===== src/rtl/cache_tag_allocator_if.sv =====
// cache_tag_allocator_if: bus between the cache lookup/memory side and the miss tag allocator.
// Signals: miss request (valid/ready/tag/idx), hit replacement update, flush,
//   lookup valid read, memory fetch (req/addr/ack) and tag-store write (we/way/idx/wdata/fill_done).
// master = cache side driving misses, hits and acks; slave = the allocator.
interface cache_tag_allocator_if #(
  parameter int TAG_W = 25,
  parameter int IDX_W = 5,
  parameter int OFF_W = 2
);
  logic                   miss_valid;
  logic                   miss_ready;
  logic [TAG_W-1:0]       miss_tag;
  logic [IDX_W-1:0]       miss_idx;
  logic                   hit_valid;
  logic [IDX_W-1:0]       hit_idx;
  logic [1:0]             hit_way;
  logic                   flush;
  logic [IDX_W-1:0]       lookup_idx;
  logic [3:0]             lookup_valid;
  logic                   mem_req;
  logic [TAG_W+IDX_W+OFF_W-1:0] mem_addr;
  logic                   mem_ack;
  logic                   tag_we;
  logic [1:0]             tag_way;
  logic [IDX_W-1:0]       tag_idx;
  logic [TAG_W-1:0]       tag_wdata;
  logic                   fill_done;
  modport master (
    output miss_valid, miss_tag, miss_idx, hit_valid, hit_idx, hit_way, flush, lookup_idx, mem_ack,
    input  miss_ready, lookup_valid, mem_req, mem_addr, tag_we, tag_way, tag_idx, tag_wdata, fill_done
  );
  modport slave (
    input  miss_valid, miss_tag, miss_idx, hit_valid, hit_idx, hit_way, flush, lookup_idx, mem_ack,
    output miss_ready, lookup_valid, mem_req, mem_addr, tag_we, tag_way, tag_idx, tag_wdata, fill_done
  );
endinterface


===== src/rtl/cache_tag_allocator.sv =====
// cache_tag_allocator: miss-side victim selection, line fetch and tag fill for a 4-way cache.
// Ports: clk (rising edge), rst_n (async active-low), bus (cache_tag_allocator_if.slave):
//   miss_valid/ready/tag/idx in, hit_valid/idx/way in, flush in, lookup_idx in / lookup_valid out,
//   mem_req/mem_addr out with mem_ack in, tag_we/tag_way/tag_idx/tag_wdata/fill_done out.
// Build option CACHE_TAG_ALLOC_PLRU_EN: per-set tree pseudo-LRU replacement;
//   undefined: one global round-robin counter picks the victim of a full set.
module cache_tag_allocator #(
  parameter int TAG_W = 25,
  parameter int IDX_W = 5,
  parameter int OFF_W = 2
) (
  input logic                  clk,
  input logic                  rst_n,
  cache_tag_allocator_if.slave bus
);
  localparam int SETS = 1 << IDX_W;
  typedef enum logic [1:0] {IDLE, VICTIM, REQ, WRITE} state_t;
  state_t               state_q, state_d;
  logic [TAG_W-1:0]     tag_q, tag_d;
  logic [IDX_W-1:0]     idx_q, idx_d;
  logic [1:0]           victim_q, victim_d;
  logic [SETS-1:0][3:0] valid_q, valid_d;
  logic [3:0]           set_valid;
  logic [1:0]           policy_way;
  assign set_valid = valid_q[idx_q];
`ifdef CACHE_TAG_ALLOC_PLRU_EN
  logic [SETS-1:0][2:0] plru_q, plru_d;
  // bit0 = root, bit1 = ways 0/1, bit2 = ways 2/3; an access points the tree away from the way
  function automatic logic [2:0] plru_touch(input logic [2:0] p, input logic [1:0] w);
    plru_touch = p;
    plru_touch[0] = ~w[1];
    if (w[1]) plru_touch[2] = ~w[0];
    else plru_touch[1] = ~w[0];
  endfunction
  assign policy_way = plru_q[idx_q][0] ? {1'b1, plru_q[idx_q][2]} : {1'b0, plru_q[idx_q][1]};
  always_comb begin
    plru_d = plru_q;
    if (bus.hit_valid) plru_d[bus.hit_idx] = plru_touch(plru_q[bus.hit_idx], bus.hit_way);
    // a fill to the same set overrides a simultaneous hit
    if (state_q == WRITE) plru_d[idx_q] = plru_touch(plru_q[idx_q], victim_q);
  end
  always_ff @(posedge clk or negedge rst_n)
    if (!rst_n) plru_q <= '0;
    else plru_q <= plru_d;
`else
  logic [1:0] rr_q, rr_d;
  logic       rr_used_q, rr_used_d;
  logic       unused_hit;
  assign unused_hit = ^{bus.hit_valid, bus.hit_idx, bus.hit_way};
  assign policy_way = rr_q;
  // the counter only advances when it actually supplied the victim
  assign rr_used_d = state_q == VICTIM ? &set_valid : rr_used_q;
  assign rr_d = rr_q + 2'(state_q == WRITE && rr_used_q);
  always_ff @(posedge clk or negedge rst_n)
    if (!rst_n) begin
      rr_q <= '0;
      rr_used_q <= 1'b0;
    end else begin
      rr_q <= rr_d;
      rr_used_q <= rr_used_d;
    end
`endif
  always_comb begin
    state_d = state_q;
    tag_d = tag_q;
    idx_d = idx_q;
    victim_d = victim_q;
    valid_d = valid_q;
    case (state_q)
      IDLE:
        if (bus.flush) valid_d = '0;
        else if (bus.miss_valid) begin
          tag_d = bus.miss_tag;
          idx_d = bus.miss_idx;
          state_d = VICTIM;
        end
      VICTIM: begin
        victim_d = !set_valid[0] ? 2'd0 : !set_valid[1] ? 2'd1 : !set_valid[2] ? 2'd2 :
                   !set_valid[3] ? 2'd3 : policy_way;
        state_d = REQ;
      end
      REQ: if (bus.mem_ack) state_d = WRITE;
      default: begin
        valid_d[idx_q][victim_q] = 1'b1;
        state_d = IDLE;
      end
    endcase
  end
  always_ff @(posedge clk or negedge rst_n)
    if (!rst_n) begin
      state_q <= IDLE;
      tag_q <= '0;
      idx_q <= '0;
      victim_q <= '0;
      valid_q <= '0;
    end else begin
      state_q <= state_d;
      tag_q <= tag_d;
      idx_q <= idx_d;
      victim_q <= victim_d;
      valid_q <= valid_d;
    end
  assign bus.miss_ready = state_q == IDLE && !bus.flush;
  assign bus.mem_req = state_q == REQ;
  assign bus.mem_addr = {tag_q, idx_q, {OFF_W{1'b0}}};
  assign bus.tag_we = state_q == WRITE;
  assign bus.fill_done = state_q == WRITE;
  assign bus.tag_way = victim_q;
  assign bus.tag_idx = idx_q;
  assign bus.tag_wdata = tag_q;
  assign bus.lookup_valid = valid_q[bus.lookup_idx];
endmodule

===== src/flat_wrapper.sv =====
// flat-port wrapper written by rule: the top's interface ports become plain ports
module cache_tag_allocator_flat 
#(
  parameter int TAG_W = 25,
  parameter int IDX_W = 5,
  parameter int OFF_W = 2
)
  (clk, rst_n, bus_miss_valid, bus_miss_tag, bus_miss_idx, bus_hit_valid, bus_hit_idx, bus_hit_way, bus_flush, bus_lookup_idx, bus_mem_ack, bus_miss_ready, bus_lookup_valid, bus_mem_req, bus_mem_addr, bus_tag_we, bus_tag_way, bus_tag_idx, bus_tag_wdata, bus_fill_done);
  cache_tag_allocator_if #(.TAG_W(TAG_W), .IDX_W(IDX_W), .OFF_W(OFF_W)) bus_i ();
  input logic clk;
  input logic rst_n;
  input wire logic [$bits(bus_i.miss_valid)-1:0] bus_miss_valid;
  input wire logic [$bits(bus_i.miss_tag)-1:0] bus_miss_tag;
  input wire logic [$bits(bus_i.miss_idx)-1:0] bus_miss_idx;
  input wire logic [$bits(bus_i.hit_valid)-1:0] bus_hit_valid;
  input wire logic [$bits(bus_i.hit_idx)-1:0] bus_hit_idx;
  input wire logic [$bits(bus_i.hit_way)-1:0] bus_hit_way;
  input wire logic [$bits(bus_i.flush)-1:0] bus_flush;
  input wire logic [$bits(bus_i.lookup_idx)-1:0] bus_lookup_idx;
  input wire logic [$bits(bus_i.mem_ack)-1:0] bus_mem_ack;
  output wire logic [$bits(bus_i.miss_ready)-1:0] bus_miss_ready;
  output wire logic [$bits(bus_i.lookup_valid)-1:0] bus_lookup_valid;
  output wire logic [$bits(bus_i.mem_req)-1:0] bus_mem_req;
  output wire logic [$bits(bus_i.mem_addr)-1:0] bus_mem_addr;
  output wire logic [$bits(bus_i.tag_we)-1:0] bus_tag_we;
  output wire logic [$bits(bus_i.tag_way)-1:0] bus_tag_way;
  output wire logic [$bits(bus_i.tag_idx)-1:0] bus_tag_idx;
  output wire logic [$bits(bus_i.tag_wdata)-1:0] bus_tag_wdata;
  output wire logic [$bits(bus_i.fill_done)-1:0] bus_fill_done;
  assign bus_i.miss_valid = bus_miss_valid;
  assign bus_i.miss_tag = bus_miss_tag;
  assign bus_i.miss_idx = bus_miss_idx;
  assign bus_i.hit_valid = bus_hit_valid;
  assign bus_i.hit_idx = bus_hit_idx;
  assign bus_i.hit_way = bus_hit_way;
  assign bus_i.flush = bus_flush;
  assign bus_i.lookup_idx = bus_lookup_idx;
  assign bus_i.mem_ack = bus_mem_ack;
  assign bus_miss_ready = bus_i.miss_ready;
  assign bus_lookup_valid = bus_i.lookup_valid;
  assign bus_mem_req = bus_i.mem_req;
  assign bus_mem_addr = bus_i.mem_addr;
  assign bus_tag_we = bus_i.tag_we;
  assign bus_tag_way = bus_i.tag_way;
  assign bus_tag_idx = bus_i.tag_idx;
  assign bus_tag_wdata = bus_i.tag_wdata;
  assign bus_fill_done = bus_i.fill_done;
  cache_tag_allocator #(.TAG_W(TAG_W), .IDX_W(IDX_W), .OFF_W(OFF_W)) u_core (.clk(clk), .rst_n(rst_n), .bus(bus_i));
endmodule

===== config.mk =====
export PLATFORM = sky130hd
export DESIGN_NAME = cache_tag_allocator_flat
export DESIGN_NICKNAME = d
export VERILOG_FILES = /design/src/rtl/cache_tag_allocator_if.sv /design/src/rtl/cache_tag_allocator.sv /design/src/flat_wrapper.sv
export SDC_FILE = /design/constraint.sdc
export NUM_CORES = 1
export LEC_CHECK = 0
export CORE_ASPECT_RATIO = 1.5
export CORE_MARGIN = 2
export CORE_UTILIZATION = 55
export CTS_BUF_LIST = sky130_fd_sc_hd__clkbuf_16
export DETAILED_ROUTE_END_ITERATION = 7
export PLACE_DENSITY = 0.81
export REMOVE_ABC_BUFFERS = 1
export SETUP_SLACK_MARGIN = 0.3
export SYNTH_ARGS = -nofsm -noshare
export SYNTH_HDL_FRONTEND = slang
export SYNTH_SLANG_ARGS = --single-unit

===== constraint.sdc =====
create_clock -name clk -period 2.9 [get_ports clk]
set_input_delay 0.58 -clock clk [delete_from_list [all_inputs] [get_ports clk]]
set_output_delay 0.58 -clock clk [all_outputs]
set_load 0.05 [all_outputs]

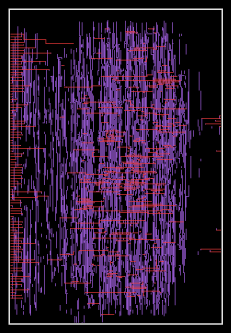
Run 1: wiring by layer
(2 px per µm) Two of the layers only.
legend:
  metal 2:
    colour: purple
    wire_length: 12,100 µm
  metal 3:
    colour: red
    wire_length: 2,110 µm

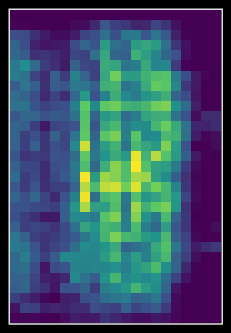
Run 1: routed metal per tile
(2 px per µm) 21 x 31 tiles, from dark purple (low) to yellow (high), scaled to the fullest tile. Values are wire area over tile area, all layers added.
densest ninth of the die: middle
mean over tiles: 0.27
tiles over half the peak: 23%
fullest tile: 0.87
nearly empty tiles: 16%
final WL: 25.38 mm
gr usage total: 0.3201

==> flow_metrics.tcl, run 1 <==
# collected from the flow reports
set metrics [dict create \
    critical_path_class "in2out" \
    logic_gate_count 531 \
    endpoint_kind "output pin" \
    path_cells "buf_12, buf_12, mux4_2, mux4_2, mux2_4, buf_6" \
    ys.flops 165 \
    worst-path-stages 6 \
    grt_antenna_before_repair 0 \
    dr.max_layer_used "met4" \
    met1_usage 0.3821 \
    clock_net_power_uw 2220 \
    grt_overflow 0 \
    yosys.area.top_type "dfrtp_1" \
    cts_resized 30 \
    hp-class "in2async" \
    synthArstFlopShare 1.000 \
    wl_met3_mm 2.109 \
    postPlaceCellArea_mm2 0.009759 \
    area_growth_pct 23.21 \
    taps 199 \
    inv_count 4 \
    largest_register_ffs 128 \
    ys_warn_count 0 \
    cp-start-kind "primary input" \
    r2r-end "u_core.bus.tag_way[1]" \
    core_mm2 0.01514 \
    final-nonclk-buf-share 0.1531 \
    clock-sinks 165 \
    holdWs_ns 0.09279 \
    critPathMaxStageDelay_ns 0.55 \
    synth.logic.top_family "multiplexers" \
    final_max_slew_viol_count 0 \
    crit_fanout 7 \
    cp-endpoint "bus_lookup_valid[1]" \
    reg2reg_from "u_core.bus.tag_idx[1]" \
    final.fill_count 1050 \
    finalWorstSetupSlack_ns -0.03310 \
    worst_slew_pin_slew_ns 0.6897 \
    p_comb_uw 5310 \
    synth_cell_type_count 40 \
    crit_start "bus_lookup_idx[0]" \
    clk_pin_slew_ns 0.07 \
    cts_buffers 17 \
    sequentialPower_uw 3430 \
    die_h_um 156.6 \
    tritoncts "built" \
    cts-root-buf "clkbuf_16" \
    p_seq_frac 0.313 \
    firstDrtPassIters 5 \
    largest_register "u_core.valid_q" \
    p_leak_uw 0.004768 \
    p_sw_uw 5158 \
    slew_headroom 0.5402 \
    clkLatencyLatePin_ns 0.44 \
    top_area_frac 0.4836 \
    setup_tns_ns -0.03310 \
    syn-cell-area_mm2 0.008538 \
    clock_tree_area_fraction 0.05542 \
    layout.area.seq_mm2 0.004134 \
    design_area_mm2 0.01052 \
    grt_pass1_wl_mm 39.81 \
    peakVddDrop_mv 1.052 \
    gr-max-usage-layer "met2" \
    buffers 149 \
    synth-compound-area-share 0.1042 \
    drtIter0Drc 822 \
    crit_buf_inv 3 \
    dp.cells 1039 \
    swShare 0.4705 \
    synth.cellmix.adderShare 0.007327 \
    io_pins 120 \
    violations "setup timing" \
    dpl.hpwl_mm 17.51 \
    maxCapViolCount 0 \
    clkbuf_count 17 \
    reg2regPathDepth 6 \
    vias 7073 \
    pwr-share-clk 0.203 \
    p_per_area_mw_per_mm2 1042 \
    grt_pass1_vias 7161 \
    ys_cells 790 \
    rsz0062_at_grt "true" \
    clk_path_buf_depth 2 \
    dp_slack_ns -0.3344 \
    most-common-layout-cells "dfrtp_1 (163), nor2_1 (158), a21oi_1 (130)" \
    cts_hold_buf 0 \
    finalCoreUtilization 0.6949 \
    cp_slowest_cell "mux4_2" \
    layout-drive-gt1-share 0.1896 \
    ys_area_mm2 0.008538 \
    use_met3 0.06830 \
    fp_util 0.5640 \
    fin_crit_ns 2.933 \
    required_ns 2.32 \
    vias_per_cell 6.549 \
    largest_class "flip-flops and latches" \
    timing.final.crit_share 1.011 \
    port_buffers 109 \
    dieWidth_um 105.7 \
    power.internal_uw 5803 \
    top_power_group "combinational logic" \
    place_congestion 0.9708 \
    status "complete, but fails checks" \
    p_total_uw 10960 \
    postSynthSeqShare 0.4836 \
    common_cells "dfrtp_1 (165), nor2_1 (160), a21oi_1 (130)" \
    hold_viol 0 \
    htreeDepth 4 \
    drc_errors 0 \
    setup_viol 1 \
    rrSetupSlack_ns 0.42 \
    simple_gate_share 0.1174 \
    synth-edff-count 0 \
    flop-count 165 \
    ys.flop_type "dfrtp_1" \
    arrival_ns 2.35 \
    tool_warnings 38 \
    finalNetCount 921 \
    wirelength_met1_mm 9.061 \
    mux_area_frac 0.2254 \
    postSynthCellCount 790 \
    area_leaders "dfrtp_1 (48%), mux4_2 (11%), a21oi_1 (7.6%)" \
    wl_met2_mm 12.11 \
    combPwrFrac 0.485 \
    chip_area_mm2 0.01656 \
    most_common_cell "dfrtp_1" \
    fmax_mhz 340.9 \
    cts_setup_buffers 3 \
    synth_area_per_cell_um2 10.81 \
    sh_seq_area 0.3930 \
    clock_skew_ns 0.01328 \
    grt_max_degree 59 \
]
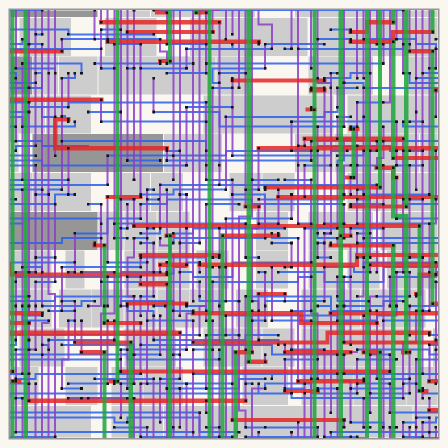
Run 1: close-up of the layout
Window x 38 to 68, y 63 to 93 µm. Cells in grey, sequential cells in the stronger grey; small squares are vias.
legend:
  metal 2:
    colour: purple
  metal 4:
    colour: green
  metal 3:
    colour: red
  metal 1:
    colour: blue
cells with their middle in the window: 77
sequential cells in the window: 2
netlist names of flops here include: u_core.valid_q (2)
most frequent: o22ai_1 (21), nor4_1 (8)

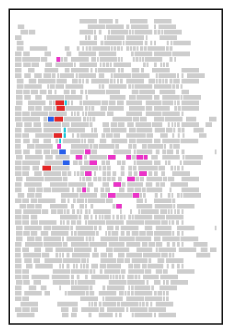
Run 1: selected gate families
(2 px per µm)
legend:
  inverters:
    colour: cyan
    cells: 4
    where: left middle
  AND and OR gates:
    colour: magenta
    cells: 17
    where: middle
  AND-OR and OR-AND gates:
    colour: blue
    cells: 3
  adder and majority cells:
    colour: red
    cells: 5
Post-Layout Cell Count: 1,080
most frequent logic cell in the layout: dfrtp_1
multi-input gate share of the layout cell area: 0.3735

--- run 2 (diff from run 1) ---
Settings changed: MAX_ROUTING_LAYER set to met4.
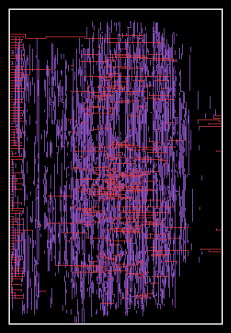
Run 2: wiring by layer
(2 px per µm) Two of the layers only.
legend:
  metal 3:
    colour: red
    wire_length: 2,240 µm
  metal 2:
    colour: purple
    wire_length: 12,100 µm
post-DR wirelength/cell: 23.65 µm
gr usage total: 0.3230
total number of vias: 7,087
final WL: 25.28 mm

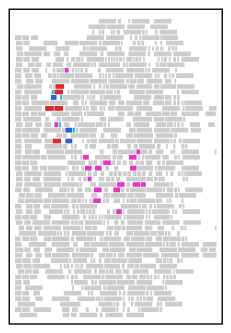
Run 2: selected gate families
(2 px per µm)
legend:
  AND and OR gates:
    colour: magenta
    cells: 17
    where: middle
  inverters:
    colour: cyan
    cells: 4
  AND-OR and OR-AND gates:
    colour: blue
    cells: 3
  adder and majority cells:
    colour: red
    cells: 5

==> flow_metrics.tcl, run 2 <==
# collected from the flow reports
set metrics [dict create \
    gr-max-usage-layer "met2" \
    sequentialPower_uw 3440 \
    timing.final.crit_share 1.011 \
    largest_register_ffs 128 \
    cp-start-kind "primary input" \
    common_cells "dfrtp_1 (165), nor2_1 (160), a21oi_1 (130)" \
    synth-compound-area-share 0.1042 \
    clock_tree_area_fraction 0.05786 \
    core_mm2 0.01514 \
    finalCoreUtilization 0.6927 \
    clkbuf_count 17 \
    cts_setup_buffers 1 \
    setup_tns_ns -0.03889 \
    cts_buffers 17 \
    synth_area_per_cell_um2 10.81 \
    holdWs_ns 0.06527 \
    synth-edff-count 0 \
    postPlaceCellArea_mm2 0.009697 \
    critical_path_class "in2out" \
    clkLatencyLatePin_ns 0.44 \
    hold_viol 0 \
    final-nonclk-buf-share 0.1482 \
    p_leak_uw 0.004740 \
    crit_start "bus_lookup_idx[0]" \
    ys_warn_count 0 \
    layout-drive-gt1-share 0.1793 \
    flop-count 165 \
    dr.max_layer_used "met4" \
    fp_util 0.5640 \
    synth.logic.top_family "multiplexers" \
    dp.cells 1029 \
    ys_cells 790 \
    dpl.hpwl_mm 17.00 \
    inv_count 4 \
    status "complete, but fails checks" \
    cp_slowest_cell "mux4_2" \
    postSynthSeqShare 0.4836 \
    r2r-end "u_core.bus.tag_way[0]" \
    clock-sinks 165 \
    wirelength_met1_mm 8.893 \
    wl_met3_mm 2.241 \
    p_seq_frac 0.312 \
    worst-path-stages 6 \
    cp-endpoint "bus_lookup_valid[0]" \
    dp_slack_ns -0.3592 \
    rows 55 \
    comb_area_frac 0.3746 \
    use_met3 0.06206 \
    most_common_cell "dfrtp_1" \
    final.fill_count 1069 \
    taps 199 \
    layout.area.seq_mm2 0.004134 \
    rrSetupSlack_ns 0.40 \
    ys.flop_type "dfrtp_1" \
    synth_cell_type_count 40 \
    crit_buf_inv 3 \
    clk_pin_slew_ns 0.07 \
    met1_usage 0.3740 \
    chip_area_mm2 0.01656 \
    hp-class "in2async" \
    p_sw_uw 5151 \
    reg2reg_from "u_core.bus.tag_idx[2]" \
    die_h_um 156.6 \
    sh_seq_area 0.3942 \
    crit_fanout 7 \
    clock_net_power_uw 2300 \
    path_cells "buf_12, buf_12, mux4_2, mux4_2, mux2_4, buf_6" \
    grt_overflow 0 \
    tritoncts "built" \
    vias_per_cell 6.630 \
    place_congestion 0.9537 \
    grt_pass1_wl_mm 39.19 \
    ys_area_mm2 0.008538 \
    area_leaders "dfrtp_1 (48%), mux4_2 (11%), a21oi_1 (7.6%)" \
    wl_met2_mm 12.14 \
    mux_area_frac 0.2254 \
    p_total_uw 11020 \
    firstDrtPassIters 6 \
    reg2regPathDepth 6 \
    io_pins 120 \
    cts-root-buf "clkbuf_16" \
    slew_headroom 0.5070 \
    yosys.area.top_type "dfrtp_1" \
    dieWidth_um 105.7 \
    maxCapViolCount 0 \
    syn-cell-area_mm2 0.008538 \
    endpoint_kind "output pin" \
    synth.cellmix.adderShare 0.007327 \
    largest_class "flip-flops and latches" \
    postSynthCellCount 790 \
    htreeDepth 4 \
    design_area_mm2 0.01049 \
    ys.flops 165 \
    logic_gate_count 531 \
    pwr-share-clk 0.209 \
    most-common-layout-cells "dfrtp_1 (163), nor2_1 (158), a21oi_1 (130)" \
    grt_max_degree 129 \
    clk_path_buf_depth 2 \
    worst_slew_pin_slew_ns 0.7395 \
    area_growth_pct 22.83 \
    port_buffers 109 \
    stdcell_count 1069 \
    lay_top_count "dfrtp_1" \
    setup_viol 2 \
    cts_hold_buf 0 \
    clock_skew_ns 0.01340 \
    synthArstFlopShare 1.000 \
    required_ns 2.32 \
    p_comb_uw 5280 \
    power.internal_uw 5865 \
    fin_crit_ns 2.931 \
    drc_errors 0 \
    combPwrFrac 0.479 \
    fmax_mhz 341.2 \
    simple_gate_share 0.1174 \
    rsz0062_at_grt "true" \
    violations "setup timing" \
    top_power_group "combinational logic" \
    swShare 0.4676 \
    peakVddDrop_mv 0.9401 \
    grt_antenna_before_repair 0 \
    drtIter0Drc 1014 \
    final_max_slew_viol_count 0 \
    finalWorstSetupSlack_ns -0.03101 \
    top_area_frac 0.4836 \
    largest_register "u_core.valid_q" \
]
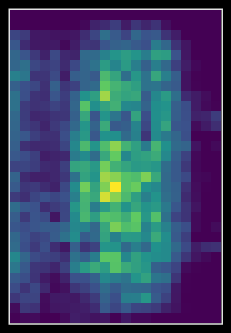
Run 2: routed metal per tile
(2 px per µm) 21 x 31 tiles, from dark purple (low) to yellow (high), scaled to the fullest tile. Values are wire area over tile area, all layers added.
nearly empty tiles: 16%
mean over tiles: 0.27
fullest tile: 1.0
densest ninth of the die: middle
tiles over half the peak: 18%

Power is estimated from default activity; no workload was simulated.
